<file path="src/rtl/ov_sccb_target_if.sv">
// SCCB pad-level bus between an initiator (master) and a camera-side target (slave).
// sio_d_i is the resolved line as seen at the pad; the target drives via sio_d_o/sio_d_oe.
interface ov_sccb_target_if;
    logic sccb_e;
    logic sio_c;
    logic sio_d_i;
    logic sio_d_o;
    logic sio_d_oe;

    modport master (
        output sccb_e,
        output sio_c,
        output sio_d_i,
        input  sio_d_o,
        input  sio_d_oe
    );

    modport slave (
        input  sccb_e,
        input  sio_c,
        input  sio_d_i,
        output sio_d_o,
        output sio_d_oe
    );
endinterface

</file>
<file path="src/rtl/ov_sccb_target.sv">
// SCCB camera-side target: decodes 3-phase write, 2-phase write and 2-phase read
// cycles and exposes a simple register-file port. The target never drives an ACK.
module ov_sccb_target #(
    parameter logic [7:0] DEV_ID      = 8'h42,
    parameter int         SYNC_STAGES = 2
) (
    input  logic                clk,
    input  logic                reset,
    ov_sccb_target_if.slave     bus,
    output logic [7:0]          reg_addr,
    output logic [7:0]          reg_wdata,
    output logic                reg_we,
    output logic                reg_re,
    input  logic [7:0]          reg_rdata,
    output logic                busy,
    output logic                err
);

    typedef enum logic [2:0] {
        IDLE,
        ID,
        SUB,
        WDATA,
        RDATA,
        IGNORE
    } state_t;

    state_t                 state;
    logic [3:0]             bit_cnt;
    logic [7:0]             shift;
    logic [1:0]             load_pipe;
    logic [SYNC_STAGES-1:0] sc_sync;
    logic [SYNC_STAGES-1:0] sd_sync;
    logic [SYNC_STAGES-1:0] en_sync;
    logic                   sc_prev;
    logic                   sd_prev;

    logic sc_s;
    logic sd_s;
    logic en_s;
    logic sc_rise;
    logic sc_fall;
    logic start_cond;
    logic stop_cond;
    logic [7:0] next_byte;

    assign sc_s       = sc_sync[SYNC_STAGES-1];
    assign sd_s       = sd_sync[SYNC_STAGES-1];
    assign en_s       = en_sync[SYNC_STAGES-1];
    assign sc_rise    = sc_s & ~sc_prev;
    assign sc_fall    = ~sc_s & sc_prev;
    assign start_cond = sc_s & sd_prev & ~sd_s;
    assign stop_cond  = sc_s & ~sd_prev & sd_s;
    assign next_byte  = {shift[6:0], sd_s};

    // Idle-high fill keeps a released bus from looking like a START after reset.
    always_ff @(posedge clk) begin
        if (!reset) begin
            sc_sync <= '1;
            sd_sync <= '1;
            en_sync <= '1;
            sc_prev <= 1'b1;
            sd_prev <= 1'b1;
        end else begin
            sc_sync <= {sc_sync[SYNC_STAGES-2:0], bus.sio_c};
            sd_sync <= {sd_sync[SYNC_STAGES-2:0], bus.sio_d_i};
            en_sync <= {en_sync[SYNC_STAGES-2:0], bus.sccb_e};
            sc_prev <= sc_s;
            sd_prev <= sd_s;
        end
    end

    always_ff @(posedge clk) begin
        if (!reset) begin
            state     <= IDLE;
            bit_cnt   <= '0;
            shift     <= '0;
            load_pipe <= '0;
            reg_addr  <= '0;
            reg_wdata <= '0;
            reg_we    <= 1'b0;
            reg_re    <= 1'b0;
            bus.sio_d_o  <= 1'b0;
            bus.sio_d_oe <= 1'b0;
            busy      <= 1'b0;
            err       <= 1'b0;
        end else begin
            reg_we    <= 1'b0;
            reg_re    <= 1'b0;
            busy      <= (state != IDLE);
            // Read data arrives one clk after reg_re, i.e. two clks after the decision.
            load_pipe <= {load_pipe[0], 1'b0};
            if (load_pipe[1]) begin
                shift <= reg_rdata;
            end

            if (en_s) begin
                state        <= IDLE;
                bit_cnt      <= '0;
                load_pipe    <= '0;
                bus.sio_d_oe <= 1'b0;
            end else if (start_cond) begin
                state        <= ID;
                bit_cnt      <= '0;
                err          <= 1'b0;
                load_pipe    <= '0;
                bus.sio_d_oe <= 1'b0;
            end else if (stop_cond) begin
                state        <= IDLE;
                bit_cnt      <= '0;
                load_pipe    <= '0;
                bus.sio_d_oe <= 1'b0;
            end else begin
                case (state)
                    ID, SUB, WDATA: begin
                        if (sc_rise) begin
                            if (bit_cnt == 4'd8) begin
                                bit_cnt <= '0;
                                if (state == ID) begin
                                    if (shift[7:1] != DEV_ID[7:1]) begin
                                        state <= IGNORE;
                                        err   <= 1'b1;
                                    end else if (shift[0]) begin
                                        state     <= RDATA;
                                        reg_re    <= 1'b1;
                                        load_pipe <= 2'b01;
                                    end else begin
                                        state <= SUB;
                                    end
                                end else if (state == SUB) begin
                                    state <= WDATA;
                                end else begin
                                    state <= IGNORE;
                                end
                            end else begin
                                shift   <= next_byte;
                                bit_cnt <= bit_cnt + 4'd1;
                                if (bit_cnt == 4'd7 && state == SUB) begin
                                    reg_addr <= next_byte;
                                end
                                if (bit_cnt == 4'd7 && state == WDATA) begin
                                    reg_wdata <= next_byte;
                                    reg_we    <= 1'b1;
                                end
                            end
                        end
                    end
                    // Eight falls drive data, the ninth releases the line for the NA bit.
                    RDATA: begin
                        if (sc_fall) begin
                            if (bit_cnt != 4'd8) begin
                                bus.sio_d_oe <= 1'b1;
                                bus.sio_d_o  <= shift[7];
                                shift        <= {shift[6:0], 1'b0};
                                bit_cnt      <= bit_cnt + 4'd1;
                            end else begin
                                bus.sio_d_oe <= 1'b0;
                            end
                        end else if (sc_rise && bit_cnt == 4'd8 && !bus.sio_d_oe) begin
                            state   <= IGNORE;
                            bit_cnt <= '0;
                        end
                    end
                    default: begin
                    end
                endcase
            end
        end
    end

endmodule
</file>
<file path="src/flat_wrapper.sv">
// flat-port wrapper written by rule: the top's interface ports become plain ports
module ov_sccb_target_flat 
#(
    parameter logic [7:0] DEV_ID      = 8'h42,
    parameter int         SYNC_STAGES = 2
)
  (clk, reset, reg_addr, reg_wdata, reg_we, reg_re, reg_rdata, busy, err, bus_sccb_e, bus_sio_c, bus_sio_d_i, bus_sio_d_o, bus_sio_d_oe);
  ov_sccb_target_if bus_i ();
  input  logic clk;
  input  logic reset;
  output logic [7:0] reg_addr;
  output logic [7:0] reg_wdata;
  output logic reg_we;
  output logic reg_re;
  input  logic [7:0] reg_rdata;
  output logic busy;
  output logic err;
  input wire logic [$bits(bus_i.sccb_e)-1:0] bus_sccb_e;
  input wire logic [$bits(bus_i.sio_c)-1:0] bus_sio_c;
  input wire logic [$bits(bus_i.sio_d_i)-1:0] bus_sio_d_i;
  output wire logic [$bits(bus_i.sio_d_o)-1:0] bus_sio_d_o;
  output wire logic [$bits(bus_i.sio_d_oe)-1:0] bus_sio_d_oe;
  assign bus_i.sccb_e = bus_sccb_e;
  assign bus_i.sio_c = bus_sio_c;
  assign bus_i.sio_d_i = bus_sio_d_i;
  assign bus_sio_d_o = bus_i.sio_d_o;
  assign bus_sio_d_oe = bus_i.sio_d_oe;
  ov_sccb_target #(.DEV_ID(DEV_ID), .SYNC_STAGES(SYNC_STAGES)) u_core (.clk(clk), .reset(reset), .bus(bus_i), .reg_addr(reg_addr), .reg_wdata(reg_wdata), .reg_we(reg_we), .reg_re(reg_re), .reg_rdata(reg_rdata), .busy(busy), .err(err));
endmodule
</file>
<file path="config.mk">
export PLATFORM = sky130hd
export DESIGN_NAME = ov_sccb_target_flat
export DESIGN_NICKNAME = d
export VERILOG_FILES = /design/src/rtl/ov_sccb_target_if.sv /design/src/rtl/ov_sccb_target.sv /design/src/flat_wrapper.sv
export SDC_FILE = /design/constraint.sdc
export NUM_CORES = 1
export LEC_CHECK = 0
export ABC_AREA = 1
export CORE_UTILIZATION = 40
export DETAILED_ROUTE_END_ITERATION = 10
export SETUP_SLACK_MARGIN = 0.02
export SLEW_MARGIN = 10
export SYNTH_ARGS = -nofsm -noshare
export SYNTH_HDL_FRONTEND = slang
export SYNTH_SLANG_ARGS = --single-unit
</file>
<file path="constraint.sdc">
create_clock -name clk -period 2.56 [get_ports clk]
set_input_delay 0.512 -clock clk [delete_from_list [all_inputs] [get_ports clk]]
set_output_delay 0.512 -clock clk [all_outputs]
set_load 0.02 [all_outputs]
</file>
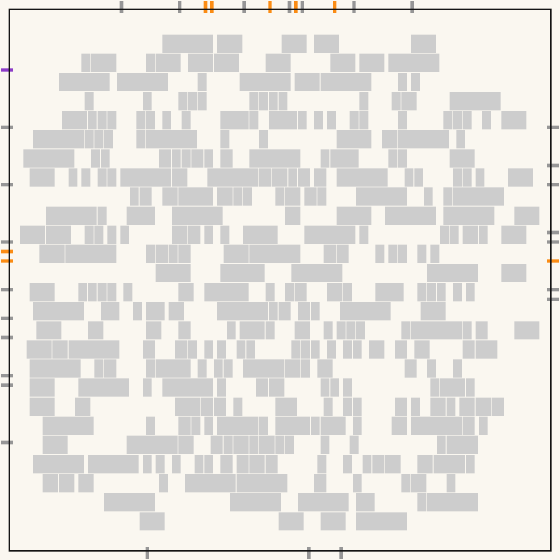
**Above:** run 1 (I/O pins on the die edge).
Pins as bars across the die edge, other pins in grey.
Key: orange = reg_rdata [pins 8, direction input, edge 5 top, 2 left, 1 right]; purple = clk [pins 1, direction input, edge left]
All pins by edge: 12 left, 12 top, 8 right, 3 bottom.

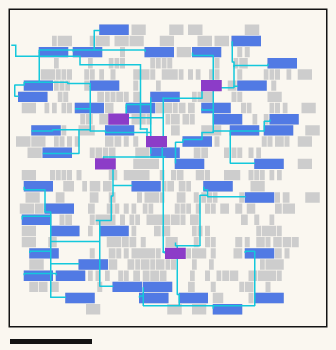
**Above:** run 1 (routed clock nets over the placement).
The bar under the picture is 20 um long.
Key: blue = flip-flops [count 46]; purple = cells driving clock nets [count 5]; cyan = clock wires [length 602 um]
Position of the flops: all over the die.

==> impl_metrics.ini, run 1 <==
; yosys + openroad results
[outcome]
outcome = finished clean

[timing]
final_hold_viol_count = 0
fin_skew_ps = 10.3
period_needed_ps = 1790
rsz0062_at_grt = no
setup-tns-final_ps = 0

[yosys]
yosys_area_um2 = 2240
synth-seq-area-share = 0.410
async_reset_ff_frac = 0
ys_sh_mux = 0.0251
yosysTopAreaCell = dfxtp_1
synth_top_area_share = 0.410
yosys_warnings = 0
simple_gate_area_frac = 0.392

[power]
p_comb_mw = 0.0551
p_seq_mw = 0.724
power.switching_mw = 0.291

[clock_network]
cts_htree_levels = 2
cts_setup_buffers = 0
cts_hold_buf = 0
clkTransAtPathRegs_ps = 90
clock_latency_ps = 310
cts_max_path_buffers = 2
cts_buffers = 5

[place]
dp_worst_setup_slack_ps = 716
gp_congestion = 0.889

[die]
die_w_um = 76.9
io_pins = 35
die_y_um = 76.9

[final_layout]
inv_count = 43
lay_top_cells = 74 x nand2_1, 52 x nor2_1, 46 x dfxtp_1
buffer_area_frac = 0.130
comb-cell-share = 0.402

[worst_setup_path]
startpoint = u_core.bus.sio_d_o
crit_fanout = 2
crit_required_ps = 2050
slowest_delay_ps = 620
r2r_slack_ps = 850
path_cells = clkdlybuf4s50_1
cp-start-kind = flop
cp.depth = 1

[grt]
grtUsageTotal = 0.179
grt_max_degree = 19
met3_usage = 0.0333
antenna_found_initial = 0

[detailed_routing]
met2_length_mm = 2.10
route.detailed.drc = 0
topRoutingLayerUsed = met4

[hold_path]
min_path_cells = 1
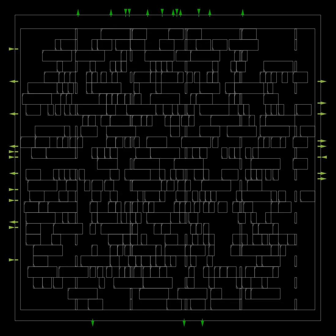
**Above:** run 1 (cell outlines without signal wires).
flop share of the area: 0.337
fill cell count: 549
n_taps: 70
FFs & Latches: 46
num rows: 26

**Run 1: cell area per tile**

8 x 8 tiles, from white (low) to dark blue (high), 0 to 100% covered.
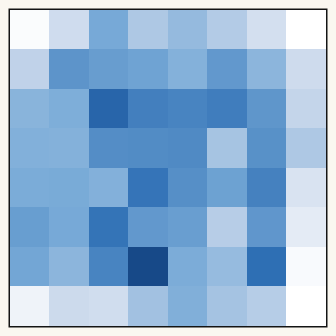

## Run 2: what changed since run 1
==> constraint.sdc (replaced) <==
create_clock -name clk -period 1.55 [get_ports clk]
set_input_delay 0.31 -clock clk [delete_from_list [all_inputs] [get_ports clk]]
set_output_delay 0.31 -clock clk [all_outputs]
set_load 0.02 [all_outputs]
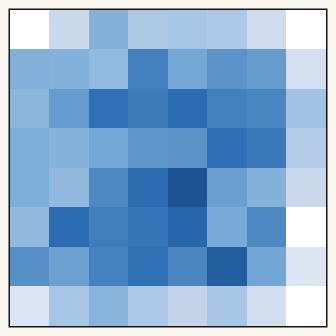
**Above:** run 2 (cell area per tile).
8 x 8 tiles, from white (low) to dark blue (high), 0 to 100% covered.
9.4% of the tiles are over 75% full. The fullest tile reaches 86%. The densest ninth of the die: middle. 6.2% of the tiles are nearly empty.

==> run 2 against run 1 <==
  * Utilization up 3.9 points
  * Critical path type is now flop to flop
  * Hold slack worse by 2.6 ps
  * Sequential cell count unchanged
==> impl_metrics.ini, run 2 <==
; yosys + openroad results
[outcome]
outcome = finished clean

[grt]
grt_max_degree = 14
antenna_found_initial = 0
met3_usage = 0.0440
grtUsageTotal = 0.194

[final_layout]
seq_cells = 46
fillers = 527
buffer_area_frac = 0.151
inv_count = 43

[timing]
fin_skew_ps = 10.1
rsz0062_at_grt = yes
period_needed_ps = 1460

[worst_setup_path]
startpoint = u_core.bit_cnt[0]
cp.depth = 9
crit_fanout = 8
crit_required_ps = 1760
cp-start-kind = flop

[clock_network]
cts_setup_buffers = 2
clock_latency_ps = 300
cts_max_path_buffers = 2
cts_htree_levels = 2
clkTransAtPathRegs_ps = 90

[die]
num_rows = 26
tap_cells = 70

[hold_path]
min_path_cells = 1

[yosys]
synth_top_area_share = 0.410

[place]
dp_worst_setup_slack_ps = -19.6
gp_congestion = 0.827

[power]
p_comb_mw = 0.109
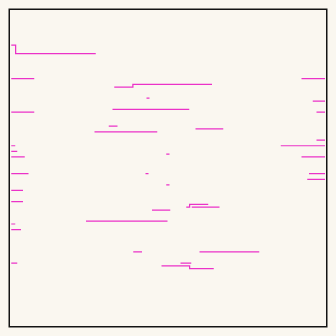
**Above:** run 2 (metal 3).
The layer holds 4.0% of the routed length. The layer carries 220 um of wire. The longest straight run is 19.5 um. The wires run mostly horizontal.

